Figure 1. Cell area per tile.
21 x 21 tiles, from black (low) to pale yellow (high), 0 to 100% covered.
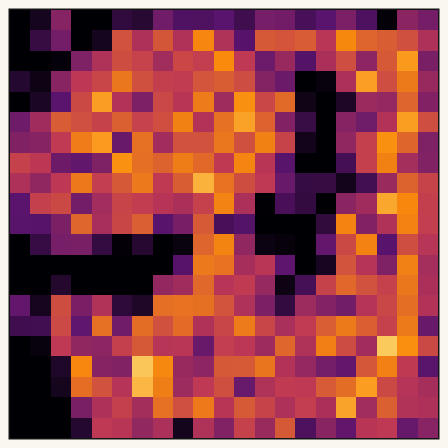
Figure 2. Met3 routing.
The bar under the picture is 50 um long.
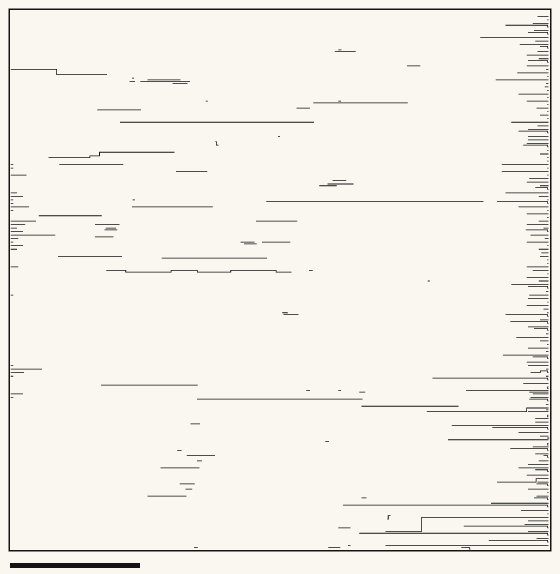
Figure 3. Gate-type map.
The bar under the picture is 50 um long.
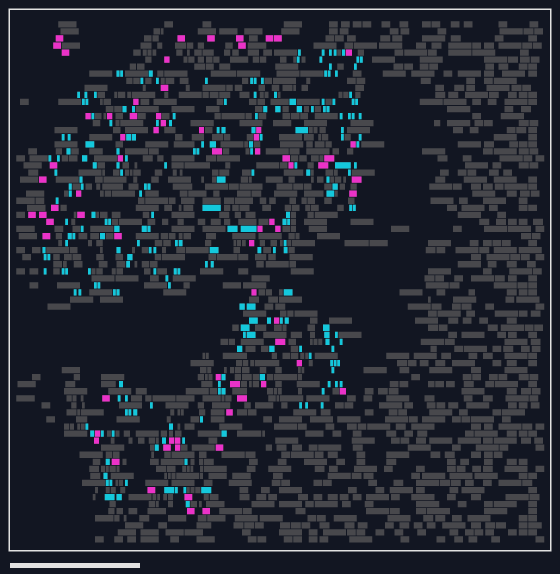
Figure 4. Nets reached from selected ports.
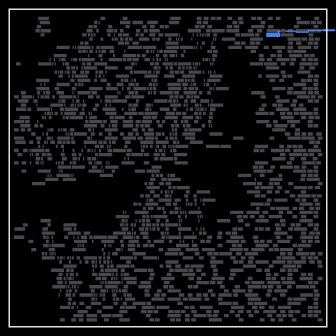
<file path="src/rtl/mvm_operand_feeder.sv">
// rtl/mvm_operand_feeder.sv - issues weight/data buffer reads in MVM loop order and forwards returns as beats
module mvm_operand_feeder #(
    parameter int DW     = 8,
    parameter int TIN    = 8,
    parameter int TOUT   = 8,
    parameter int H_W    = 8,
    parameter int W_W    = 6,
    parameter int AW     = 16,
    parameter int RD_LAT = 2
) (
    input  logic              clk,
    input  logic              rst_n,
    input  logic              start,
    input  logic [H_W-1:0]    height,
    input  logic [W_W-1:0]    Win_div_Tin,
    input  logic [W_W-1:0]    Wout_div_Tout,
    input  logic [AW-1:0]     dat_base,
    input  logic [AW-1:0]     wt_base,
    input  logic              stall,
    output logic              dat_rd_en,
    output logic [AW-1:0]     dat_rd_addr,
    input  logic [DW*TIN-1:0] dat_rd_data,
    output logic              wt_rd_en,
    output logic [AW-1:0]     wt_rd_addr,
    input  logic [DW*TIN-1:0] wt_rd_data,
    output logic              dat_vld,
    output logic [DW*TIN-1:0] o_dat,
    output logic              wt_vld,
    output logic [DW*TIN-1:0] o_wt,
    output logic              busy,
    output logic              done
);
    localparam int KW = (TOUT > 1) ? $clog2(TOUT) : 1;
    localparam int LW = $clog2(RD_LAT + 1);

    typedef enum logic [2:0] {
        S_IDLE,
        S_LD_WT,
        S_ST_DAT,
        S_DRAIN,
        S_DONE
    } state_t;

    state_t state, state_n;

    logic [H_W-1:0] height_q;
    logic [W_W-1:0] win_q;
    logic [W_W-1:0] wout_q;
    logic [AW-1:0]  dat_base_q;
    logic [KW-1:0]  k_cnt;
    logic [H_W-1:0] h_cnt;
    logic [W_W-1:0] wi_cnt;
    logic [W_W-1:0] wo_cnt;
    logic [AW-1:0]  wt_ptr;
    logic [AW-1:0]  dat_ptr;
    logic [AW-1:0]  dat_col;
    logic [LW-1:0]  drain_cnt;

    logic wt_issue, dat_issue;
    logic last_k, last_h, last_wi, last_wo, dims_zero;

    assign wt_issue  = (state == S_LD_WT) && !stall;
    assign dat_issue = (state == S_ST_DAT) && !stall;
    assign last_k    = (k_cnt == KW'(TOUT - 1));
    assign last_h    = (h_cnt == height_q - H_W'(1));
    assign last_wi   = (wi_cnt == win_q - W_W'(1));
    assign last_wo   = (wo_cnt == wout_q - W_W'(1));
    assign dims_zero = (height == '0) || (Win_div_Tin == '0) || (Wout_div_Tout == '0);

    assign wt_rd_en    = wt_issue;
    assign wt_rd_addr  = wt_issue ? wt_ptr : '0;
    assign dat_rd_en   = dat_issue;
    assign dat_rd_addr = dat_issue ? dat_ptr : '0;
    assign busy        = (state != S_IDLE);
    assign done        = (state == S_DONE);

    always_ff @(posedge clk or negedge rst_n) begin
        if (!rst_n) begin
            state <= S_IDLE;
        end else begin
            state <= state_n;
        end
    end

    always_comb begin
        state_n = state;
        case (state)
            S_IDLE:   if (start) state_n = dims_zero ? S_DONE : S_LD_WT;
            S_LD_WT:  if (wt_issue && last_k) state_n = S_ST_DAT;
            S_ST_DAT: if (dat_issue && last_h) state_n = (last_wi && last_wo) ? S_DRAIN : S_LD_WT;
            S_DRAIN:  if (drain_cnt == LW'(RD_LAT)) state_n = S_DONE;
            S_DONE:   state_n = S_IDLE;
            default:  state_n = S_IDLE;
        endcase
    end

    // Weights are laid out chunk after chunk, so a single running pointer covers every (wo, wi, k).
    always_ff @(posedge clk or negedge rst_n) begin
        if (!rst_n) begin
            height_q   <= '0;
            win_q      <= '0;
            wout_q     <= '0;
            dat_base_q <= '0;
            k_cnt      <= '0;
            h_cnt      <= '0;
            wi_cnt     <= '0;
            wo_cnt     <= '0;
            wt_ptr     <= '0;
            dat_ptr    <= '0;
            dat_col    <= '0;
            drain_cnt  <= '0;
        end else begin
            if (state == S_IDLE && start) begin
                height_q   <= height;
                win_q      <= Win_div_Tin;
                wout_q     <= Wout_div_Tout;
                dat_base_q <= dat_base;
                k_cnt      <= '0;
                h_cnt      <= '0;
                wi_cnt     <= '0;
                wo_cnt     <= '0;
                wt_ptr     <= wt_base;
                dat_ptr    <= dat_base;
                dat_col    <= dat_base;
                drain_cnt  <= '0;
            end
            if (wt_issue) begin
                wt_ptr <= wt_ptr + AW'(1);
                k_cnt  <= last_k ? '0 : k_cnt + KW'(1);
            end
            // Data rows of one input chunk are Win_div_Tin words apart; dat_col marks the chunk column.
            if (dat_issue) begin
                if (last_h) begin
                    h_cnt <= '0;
                    if (last_wi) begin
                        wi_cnt  <= '0;
                        wo_cnt  <= wo_cnt + W_W'(1);
                        dat_col <= dat_base_q;
                        dat_ptr <= dat_base_q;
                    end else begin
                        wi_cnt  <= wi_cnt + W_W'(1);
                        dat_col <= dat_col + AW'(1);
                        dat_ptr <= dat_col + AW'(1);
                    end
                end else begin
                    h_cnt   <= h_cnt + H_W'(1);
                    dat_ptr <= dat_ptr + AW'(win_q);
                end
            end
            if (state == S_DRAIN) begin
                drain_cnt <= drain_cnt + LW'(1);
            end
        end
    end

    logic [RD_LAT-1:0] wt_pipe, dat_pipe;

    always_ff @(posedge clk or negedge rst_n) begin
        if (!rst_n) begin
            wt_pipe  <= '0;
            dat_pipe <= '0;
            wt_vld   <= 1'b0;
            dat_vld  <= 1'b0;
            o_wt     <= '0;
            o_dat    <= '0;
        end else begin
            wt_pipe  <= (wt_pipe << 1) | RD_LAT'(wt_rd_en);
            dat_pipe <= (dat_pipe << 1) | RD_LAT'(dat_rd_en);
            wt_vld   <= wt_pipe[RD_LAT-1];
            dat_vld  <= dat_pipe[RD_LAT-1];
            if (wt_pipe[RD_LAT-1]) o_wt <= wt_rd_data;
            if (dat_pipe[RD_LAT-1]) o_dat <= dat_rd_data;
        end
    end
endmodule

</file>
<file path="config.mk">
export PLATFORM = sky130hd
export DESIGN_NAME = mvm_operand_feeder
export DESIGN_NICKNAME = d
export VERILOG_FILES = /design/src/rtl/mvm_operand_feeder.sv
export SDC_FILE = /design/constraint.sdc
export NUM_CORES = 1
export LEC_CHECK = 0
export CAP_MARGIN = 0
export CORE_MARGIN = 2
export CORE_UTILIZATION = 28
export CTS_CLUSTER_DIAMETER = 100
export CTS_CLUSTER_SIZE = 25
export DETAILED_ROUTE_END_ITERATION = 8
export PLACE_DENSITY_LB_ADDON = 0.15
export SLEW_MARGIN = 20
export SYNTH_ARGS = -nofsm -noshare
export SYNTH_HDL_FRONTEND = slang
export SYNTH_SLANG_ARGS = --single-unit
</file>
<file path="constraint.sdc">
create_clock -name clk -period 2.35 [get_ports clk]
set_input_delay 0.47 -clock clk [delete_from_list [all_inputs] [get_ports clk]]
set_output_delay 0.47 -clock clk [all_outputs]
set_load 0.05 [all_outputs]
</file>
==> Table 3: Implementation characteristics <==
Physical design parameters

Parameter                              Value

Timing
  Setup-violating endpoint count in the final report .................. 85
  Worst setup margin .................. -233.9 ps
  Worst hold slack after final layout .................. 360.1 ps
  Worst clock skew on the final layout .................. 21.62 ps
  Relative slew margins .................. 0.5554
  Period utilization .................. 1.100
  Number of failing hold endpoints at the final stage .................. 0
  Unrepaired setup endpoints after global routing .................. yes
  Setup_tns .................. -11,620 ps
  Worst Max-Slew Pin Slew .................. 664.8 ps

Synth
  Aoi share .................. 0.09283
  Synth Net Count .................. 1,286
  Share of Yosys cell area claimed by the top area cell type .................. 0.5274
  Number of enable-type register cells in the synthesized netlist .................. 0
  # Cells Yosys .................. 1,084
  Library cell with the largest summed area after synthesis .................. sky130_fd_sc_hd__dfrtp_1
  XOR/XNOR share of the synthesized area .................. 0.03602
  Synthesized instance count .................. 1,084
  Number of warnings reported in the yosys synthesis log .................. 0
  Flip-flop and latch count after synthesis .................. 246
  Most frequent cell after synthesis .................. sky130_fd_sc_hd__dfrtp_1
  Synthesized chip area reported by yosys .................. 0.01167 mm2
  Share of cell area taken by muxes after synthesis .................. 0.1429
  Share of the yosys chip area belonging to registers .................. 0.5274
  Most used DFF post-synth .................. sky130_fd_sc_hd__dfrtp_1

Drt
  Post-detailed-route via-to-cell ratio .................. 4.750
  DRC violations left .................. 0
  Via Count .................. 9,861
  Initial detailed-routing violation count .................. 486
  Post-Route M1 WL .................. 17,150 um
  Pre-Repair DR Iteration Count .................. 7

Worst setup path
  Worst Path Arrival .................. 2110 ps
  Crit path from .................. state[1]$_DFFE_PN0P_
  Largest incremental delay on the critical path .................. 460 ps
  Critical path peak fanout .................. 8
  Cell-by-cell listing of the critical path .................. inv_4, nand2_2, or3_4, inv_6, buf_8, and2_4, buf_12
  Data required, critical path .................. 1880 ps
  End of the worst register-to-register path .................. wi_cnt[2]$_DFF_PN0_
  Kind of start point of the critical path .................. register
  R2R setup slack .................. -190 ps
  End point of the critical path .................. wt_rd_addr[3]

Clock tree
  Clock transition at the registers of the reported paths .................. 110 ps
  Cells resized by post-CTS repair .................. 103
  CTS root buf .................. sky130_fd_sc_hd__clkbuf_16
  Clock tree from TritonCTS .................. yes
  Latency at later pin .................. 520 ps
  Num Clock Sinks .................. 246

Flow run
  OpenROAD warning count .................. 29

Cells and area
  Area of combinational cells with multiple inputs .................. 0.005722 mm2
  Area taken by flip-flops and latches .................. 0.006161 mm2
  Sequential share of cell area .................. 0.3358
  Fraction of layout cells with a size suffix above 1 .................. 0.2924
  Comb gates .................. 763
  Largest cell class by area .................. sequential cells
  Number of antenna repair diodes .................. 5
  Buffer count excluding the clock tree in the final layout .................. 485
  Clk tree area frac .................. 0.02319
  # clk buffers .................. 17
  Registers with the most flip-flops .................. o_dat x64, o_wt x64
  Invs w/o clock .................. 24

Pwr
  Total Power Consumption .................. 26.63 mW
  Switching portion of total power .................. 0.4615
  Logic pwr share .................. 0.612
  Biggest power consumer among the groups .................. combinational cells
  Power density normalized to cell area .................. 1452 mW/mm2
  Logic power comb .................. 16.3 mW
  Proportion of power drawn by the clock network .................. 0.103
  IR Drop Worst-Case VDD .................. 553.8 uV

Global routing
  Grt met3 use .................. 0.04287
  Number of antenna violations at the first check in global routing .................. 7
  Pin count of the biggest net entering global routing .................. 66
  Via count of the first global-routing pass .................. 10,130
  Met1 Resource Use GR .................. 0.2301
  Global route total overflow .................. 0

Hold path
  Endpoint of the worst hold path .................. wt_pipe[1]$_DFF_PN0_
  HP Class .................. reg2reg
  Hold Crit Depth .................. 0

Outcome
  Outcome .................. complete, but fails checks
  Failing checks .................. negative setup slack

Floorplan
  Std-Cell Rows .................. 74
  CORE AREA .................. 0.04102 mm2
  Starting density of the core .................. 0.2846
  Die H .................. 208.2 um

Placed design
  Detailed-placement wirelength estimate .................. 28,570 um
  Post-DP Area .................. 0.01698 mm2
  Dpl ws .................. -134.9 ps
## Picture notes: Figure 1
- nearly empty tiles: 12%
- tiles over 75% full: 3.9%
- fullest tile: 88%

## Picture notes: Figure 2
- longest straight run: 83.5 um
- nets with wire on the layer: 217
- main direction: horizontal
- share of all routed wire: 6.2%

## Picture notes: Figure 3
- and/or cells: magenta (cells 70; most used and2_4)
- nand cells: cyan (cells 224; most used nand2_1)
most instantiated logic cell after routing: sky130_fd_sc_hd__clkdlybuf4s50_1
number of standard cells in the layout, taps in and fillers out: 2,076
multi-input gate share of total cell area: 0.3119

## Picture notes: Figure 4
- `dat_vld`: blue (direction output; edge east; end cells 1; buffers 1; wire 31.9 um)
I/O pin cnt: 350
number of buffers added on ports: 349

Power and IR drop assume default switching activity.
